--- src/rtl/div_pkg.sv ---
// Shared types and defaults for the divider result / BCD conversion stage.
package div_pkg;

    typedef enum logic [1:0] {IDLE, CONV, HOLD} state_t;

    localparam int unsigned DEF_WIDTH    = 16;
    localparam int unsigned DEF_DIGITS   = 5;
    localparam logic [3:0]  BLANK_NIBBLE = 4'hF;
    localparam int unsigned CNT_W        = $clog2(DEF_WIDTH);

endpackage

--- src/rtl/dabble_step.sv ---
// One double-dabble iteration on a {bcd, binary} vector: add 3 to every
// BCD nibble >= 5, then shift the whole vector left by one.
module dabble_step #(
    parameter int unsigned WIDTH  = 16,
    parameter int unsigned DIGITS = 5
) (
    input  logic [4*DIGITS+WIDTH-1:0] din,
    output logic [4*DIGITS+WIDTH-1:0] dout
);

    logic [4*DIGITS+WIDTH-1:0] adj;

    always_comb begin
        adj = din;
        for (int i = 0; i < int'(DIGITS); i++) begin
            if (adj[WIDTH+4*i +: 4] >= 4'd5) begin
                adj[WIDTH+4*i +: 4] = adj[WIDTH+4*i +: 4] + 4'd3;
            end
        end
        dout = {adj[4*DIGITS+WIDTH-2:0], 1'b0};
    end

endmodule

--- src/rtl/div_result_bcd.sv ---
// Captures divider results on the rising edge of done, converts quotient and
// remainder to packed BCD one bit per clock, and holds them under valid/ack.
module div_result_bcd
    import div_pkg::*;
#(
    parameter int unsigned WIDTH  = DEF_WIDTH,
    parameter int unsigned DIGITS = DEF_DIGITS
) (
    input  logic                  clk,
    input  logic                  reset_a,
    input  logic [WIDTH-1:0]      quotient,
    input  logic [WIDTH-1:0]      remainder,
    input  logic                  done,
    input  logic                  overflow,
    input  logic                  ack,
    output logic [4*DIGITS-1:0]   quot_bcd,
    output logic [4*DIGITS-1:0]   rem_bcd,
    output logic                  bcd_valid,
    output logic                  err,
    output logic                  busy
);

    localparam int unsigned WORK_W = 4*DIGITS + WIDTH;
    localparam int unsigned CW     = $clog2(WIDTH);

    state_t              state;
    logic                done_d;
    logic                ovf_q;
    logic [CW-1:0]       cnt;
    logic [WORK_W-1:0]   q_work, r_work;
    logic [WORK_W-1:0]   q_next, r_next;
    logic                rise;
    logic                capture;

    dabble_step #(.WIDTH(WIDTH), .DIGITS(DIGITS)) u_dabble_q (.din(q_work), .dout(q_next));
    dabble_step #(.WIDTH(WIDTH), .DIGITS(DIGITS)) u_dabble_r (.din(r_work), .dout(r_next));

    assign rise      = done & ~done_d;
    // New operands are accepted from IDLE, or from HOLD when the consumer acks on the same edge.
    assign capture   = rise & ((state == IDLE) | ((state == HOLD) & ack));
    assign bcd_valid = (state == HOLD);
    assign busy      = (state != IDLE);

    always_ff @(posedge clk or posedge reset_a) begin
        if (reset_a) begin
            state    <= IDLE;
            done_d   <= 1'b0;
            ovf_q    <= 1'b0;
            cnt      <= '0;
            q_work   <= '0;
            r_work   <= '0;
            quot_bcd <= '0;
            rem_bcd  <= '0;
            err      <= 1'b0;
        end else begin
            done_d <= done;
            if (capture) begin
                q_work <= {{(4*DIGITS){1'b0}}, quotient};
                r_work <= {{(4*DIGITS){1'b0}}, remainder};
                ovf_q  <= overflow;
                cnt    <= '0;
                state  <= CONV;
            end else begin
                unique case (state)
                    CONV: begin
                        // An overflowed capture spends one CONV cycle, then blanks the display.
                        if (ovf_q) begin
                            quot_bcd <= {DIGITS{BLANK_NIBBLE}};
                            rem_bcd  <= {DIGITS{BLANK_NIBBLE}};
                            err      <= 1'b1;
                            state    <= HOLD;
                        end else begin
                            q_work <= q_next;
                            r_work <= r_next;
                            cnt    <= cnt + CW'(1);
                            if (cnt == CW'(WIDTH-1)) begin
                                quot_bcd <= q_next[WORK_W-1 -: 4*DIGITS];
                                rem_bcd  <= r_next[WORK_W-1 -: 4*DIGITS];
                                err      <= 1'b0;
                                state    <= HOLD;
                            end
                        end
                    end
                    HOLD: begin
                        if (ack) state <= IDLE;
                    end
                    default: ;
                endcase
            end
        end
    end

endmodule

--- config.mk ---
export PLATFORM = sky130hd
export DESIGN_NAME = div_result_bcd
export DESIGN_NICKNAME = d
export VERILOG_FILES = /design/src/rtl/div_pkg.sv /design/src/rtl/dabble_step.sv /design/src/rtl/div_result_bcd.sv
export SDC_FILE = /design/constraint.sdc
export NUM_CORES = 1
export LEC_CHECK = 0
export ABC_CLOCK_PERIOD_IN_PS = 5500
export CORE_MARGIN = 10
export CORE_UTILIZATION = 60
export CTS_CLUSTER_DIAMETER = 100
export DETAILED_ROUTE_END_ITERATION = 10
export PLACE_DENSITY = 0.86
export SLEW_MARGIN = 20
export SYNTH_ARGS = -nofsm -noshare
export SYNTH_HDL_FRONTEND = slang
export SYNTH_HIERARCHICAL = 1
export SYNTH_SLANG_ARGS = --single-unit
--- constraint.sdc ---
create_clock -name clk -period 5.5 [get_ports clk]
set_input_delay 0.55 -clock clk [delete_from_list [all_inputs] [get_ports clk]]
set_output_delay 0.55 -clock clk [all_outputs]
set_load 0.02 [all_outputs]
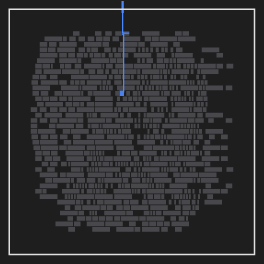
(images/port_nets.png)
Drawn at 2 px/um.
legend:
  blue:
    port: `busy`
    direction: output
    edge: north
    end_cells: 1
    buffers: 1
    wire: 44.2 um
number of port buffers: 79
I/O Pins: 80

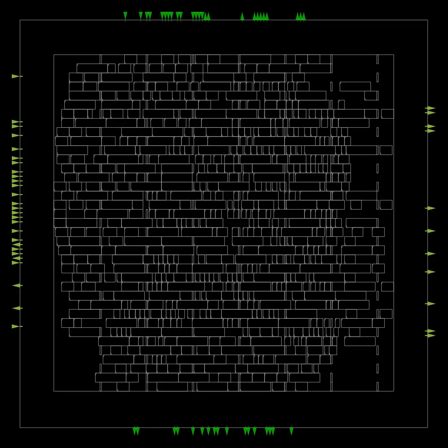
(images/final_placement.png)
post-route non-filler standard cell count: 813
total number of placement rows: 37
Core Util, Final: 72.7%
sequential cell count of the final layout: 121
tap cell count: 136

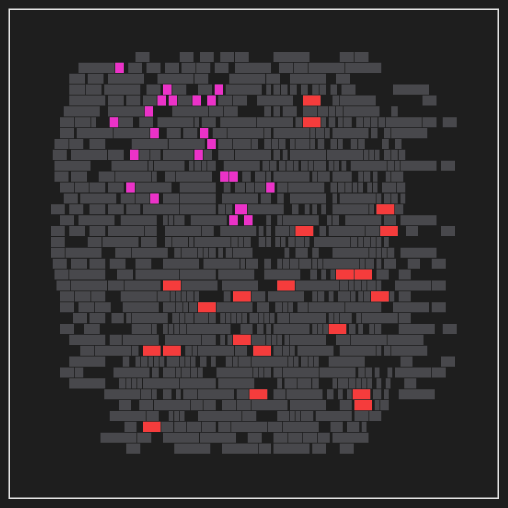
(images/gate_families.png)
Drawn at 4 px/um.
legend:
  magenta:
    family: AND and OR gates
    cells: 22
    where: north
  red:
    family: adder and majority cells
    cells: 21
multi-input gate share of the layout cell area: 36.2%
most frequent standard cell in the layout excluding fill and tap cells: nand2_1

==> results.txt <==
The flow run is done. The run finished with clean final reports. In this run the worst path has a maximum fanout of 28. Sequential share of the synthesized area landed at 48.6%.

Counting instances in the post-synthesis netlist gives the leading cell types as nand2_1, dfrtp_1, a21oi_1. TritonCTS built the clock tree. The largest registers in the layout are q_work x36, r_work x36. The chip area line in the Yosys stat output reads 6230 um2.

The worst setup path is captured at a flop. In the final run the clock tree shows a worst skew of 7.01 ps. The worst VDD IR drop from the latest analysis is 302 uV. Total routed wire length on the met1 layer landed at 5550 um. In this run the clock root is driven by a clkbuf_8. Detailed routing placed a total of 697 um of wire on met3. Counting every net in the synthesized netlist gives 688. For this run, the leading register cell type out of synthesis is dfrtp_1. Share of final-layout standard cells stronger than drive strength 1 landed at 9.90%. Multi-input gate area in the final layout landed at 2690 um2.

Half-perimeter wire length after detailed placement landed at 9180 um. Final tally of hold violations landed at 0. The clock net in this run drives a total of 121 sinks.

For the pin with the worst max-slew slack, the measured transition is 1110 ps. In the post-synthesis netlist, the biggest area contributors are dfrtp_1, nand2_1, buf_4, ha_1, o22a_1. After detailed routing, the total wire length is 13900 um. The overall die size recorded for this design is 14900 um2.

The largest total area in the synthesized netlist belongs to dfrtp_1. Routing resource usage on met3 recorded by global route was 5.04%. Peak per-stage delay on the critical path landed at 970 ps. The synthesized netlist occupies a cell area of 6230 um2.

The most critical min-delay path falls under flop to flop. The worst path in the final design needs a cycle of 2640 ps, including I/O delays and setup. Per the GRT log, the top usage layer is met2.

TritonCTS created 17 clock buffers. Once iteration 0 of detailed routing completed, the report listed 375 DRC markers. Tally of max-capacitance violations landed at 0. The flow reported a cell area power density of 532 nW/um2.

Remaining routing DRC violations landed at 0. Footprint of the flip-flops and latches landed at 3030 um2. Remaining global-route overflow landed at 0. Once detail routing completed, the nets flagged for antenna violations numbered 0.

The H-tree generated during clock tree synthesis spans 4 levels. Global-route wire length before repair landed at 23200 um. Setup total negative slack on the finished layout was measured at 0 ps. The script logs the mean routed wire length per placed instance as 17.1 um.

The slowest stage of the critical path is the o21a_1 cell. According to the floorplan report, the placeable core area is 10200 um2. After detailed routing, the met2 layer carries 7300 um of wire. Via count normalized by instance count landed at 5.74. The synth_stat.txt file lists the number of cells as 630.
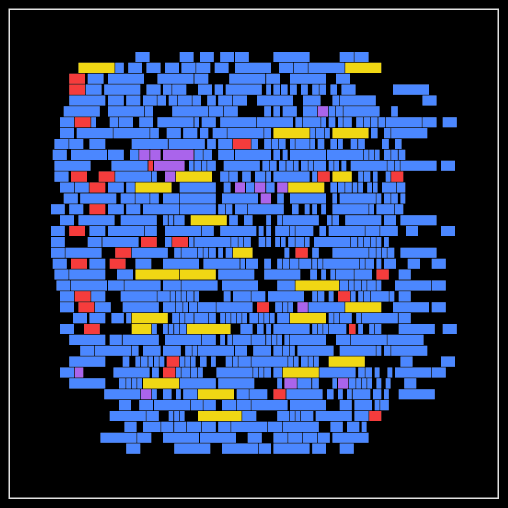
(images/drive_strength.png)
Drawn at 4 px/um.
legend:
  blue:
    size: drive 1 or less
    cells: 610
    share: 90%
    most_used: nand2_1
  purple:
    size: drive 3 to 4
    cells: 15
    share: 2.2%
    most_used: buf_4
  red:
    size: drive 2
    cells: 29
    share: 4.3%
    most_used: mux2_2
  yellow:
    size: drive 6 and up
    cells: 23
    share: 3.4%
    most_used: clkbuf_16
post-layout instance area: 7440 um2
Worst Setup Slack, final: 2860 ps
signed area change from the synthesized netlist to the final layout: 19.3%
Non-clk bufs: 85

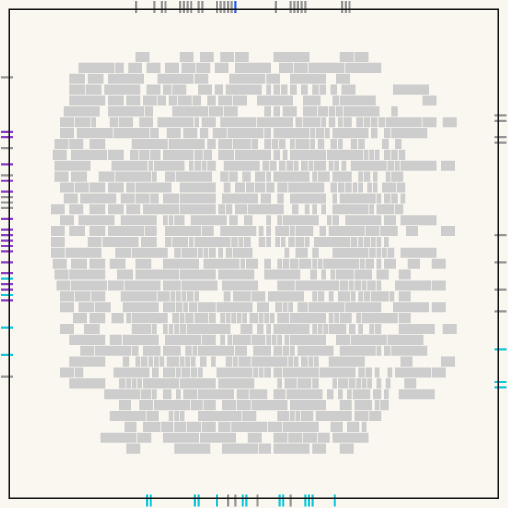
(images/pins.png)
Drawn at 4 px/um. Pins as bars across the die edge, other pins in gray.
legend:
  purple:
    port: `quotient`
    pins: 16
    direction: input
    edge: west
  cyan:
    port: `rem_bcd`
    pins: 20
    direction: output
    edge: 13 south, 4 west, 3 east
  blue:
    port: `busy`
    pins: 1
    direction: output
    edge: north
horizontal extent of the die: 122 um
Die Y-Extent: 122 um

## report_power, final
part	switching, uW	internal, uW
logic	810	604
clock network	399	756
registers	237	1150
## cell type report
type                            instances  share of cell area (%)
Sequential cell                       121                    40.7
Clock inverter                         11                    2.31
Tap cell                              136                    2.29
Inverter                               24                    1.25
Clock buffer                           20                    5.99
Timing Repair Buffer                   85                    11.2
Multi-Input combinational cell        416                    36.2
## worst max-delay path, delay by kind of cell (launching register included)
kind | cells | cell delay [ps]
simple gates | 1 | 770
flops | 1 | 540
compound gates | 2 | 1250
## kinds of logic (layout without fill, tap and decap cells)
logic type	count (synthesis)	after routing	synth area share (%)
AND-OR/OR-AND	133	133	14.6
XOR/XNOR	11	11	1.55
adder cells (fa/ha/maj)	21	21	4.22
buffers and inverters	93	140	8.27
flip-flops	121	121	48.6
multiplexers	43	43	7.57
other	2	2	0.121
AND/OR/NAND/NOR	206	206	15.1
## metrics by stage
| step | std cells | utilization, % | hold WS, ps | cell area (um2) | setup slack (ps) |
|---|---|---|---|---|---|
| global placement | 782 | 66.7 | 468 | 6820 | 2580 |
| floorplan | 630 | - | 480 | 6230 | 1740 |
| detailed placement | 782 | 66.7 | 476 | 6820 | 2540 |
| finish | 813 | 72.7 | 483 | 7440 | 2860 |
| global route | 813 | 72.7 | 500 | 7440 | 2620 |
| CTS | 813 | 72.7 | 490 | 7440 | 2830 |
## worst paths after layout
path	startpoint	to	slack (ps)	depth (start not counted)
max in group asynchronous	reset_a	rem_bcd[19]	3770	3
setup / recovery	state[0]	rem_bcd[9]	2860	3
hold reg to reg	quot_bcd[2]	quot_bcd[2]	480	1
hold / removal	quot_bcd[2]	quot_bcd[2]	480	1
setup reg to reg	state[0]	rem_bcd[9]	2860	3
min in group asynchronous	reset_a	q_work[10]	530	2
Power figures rest on the tool's default switching activity, not on a simulated workload.
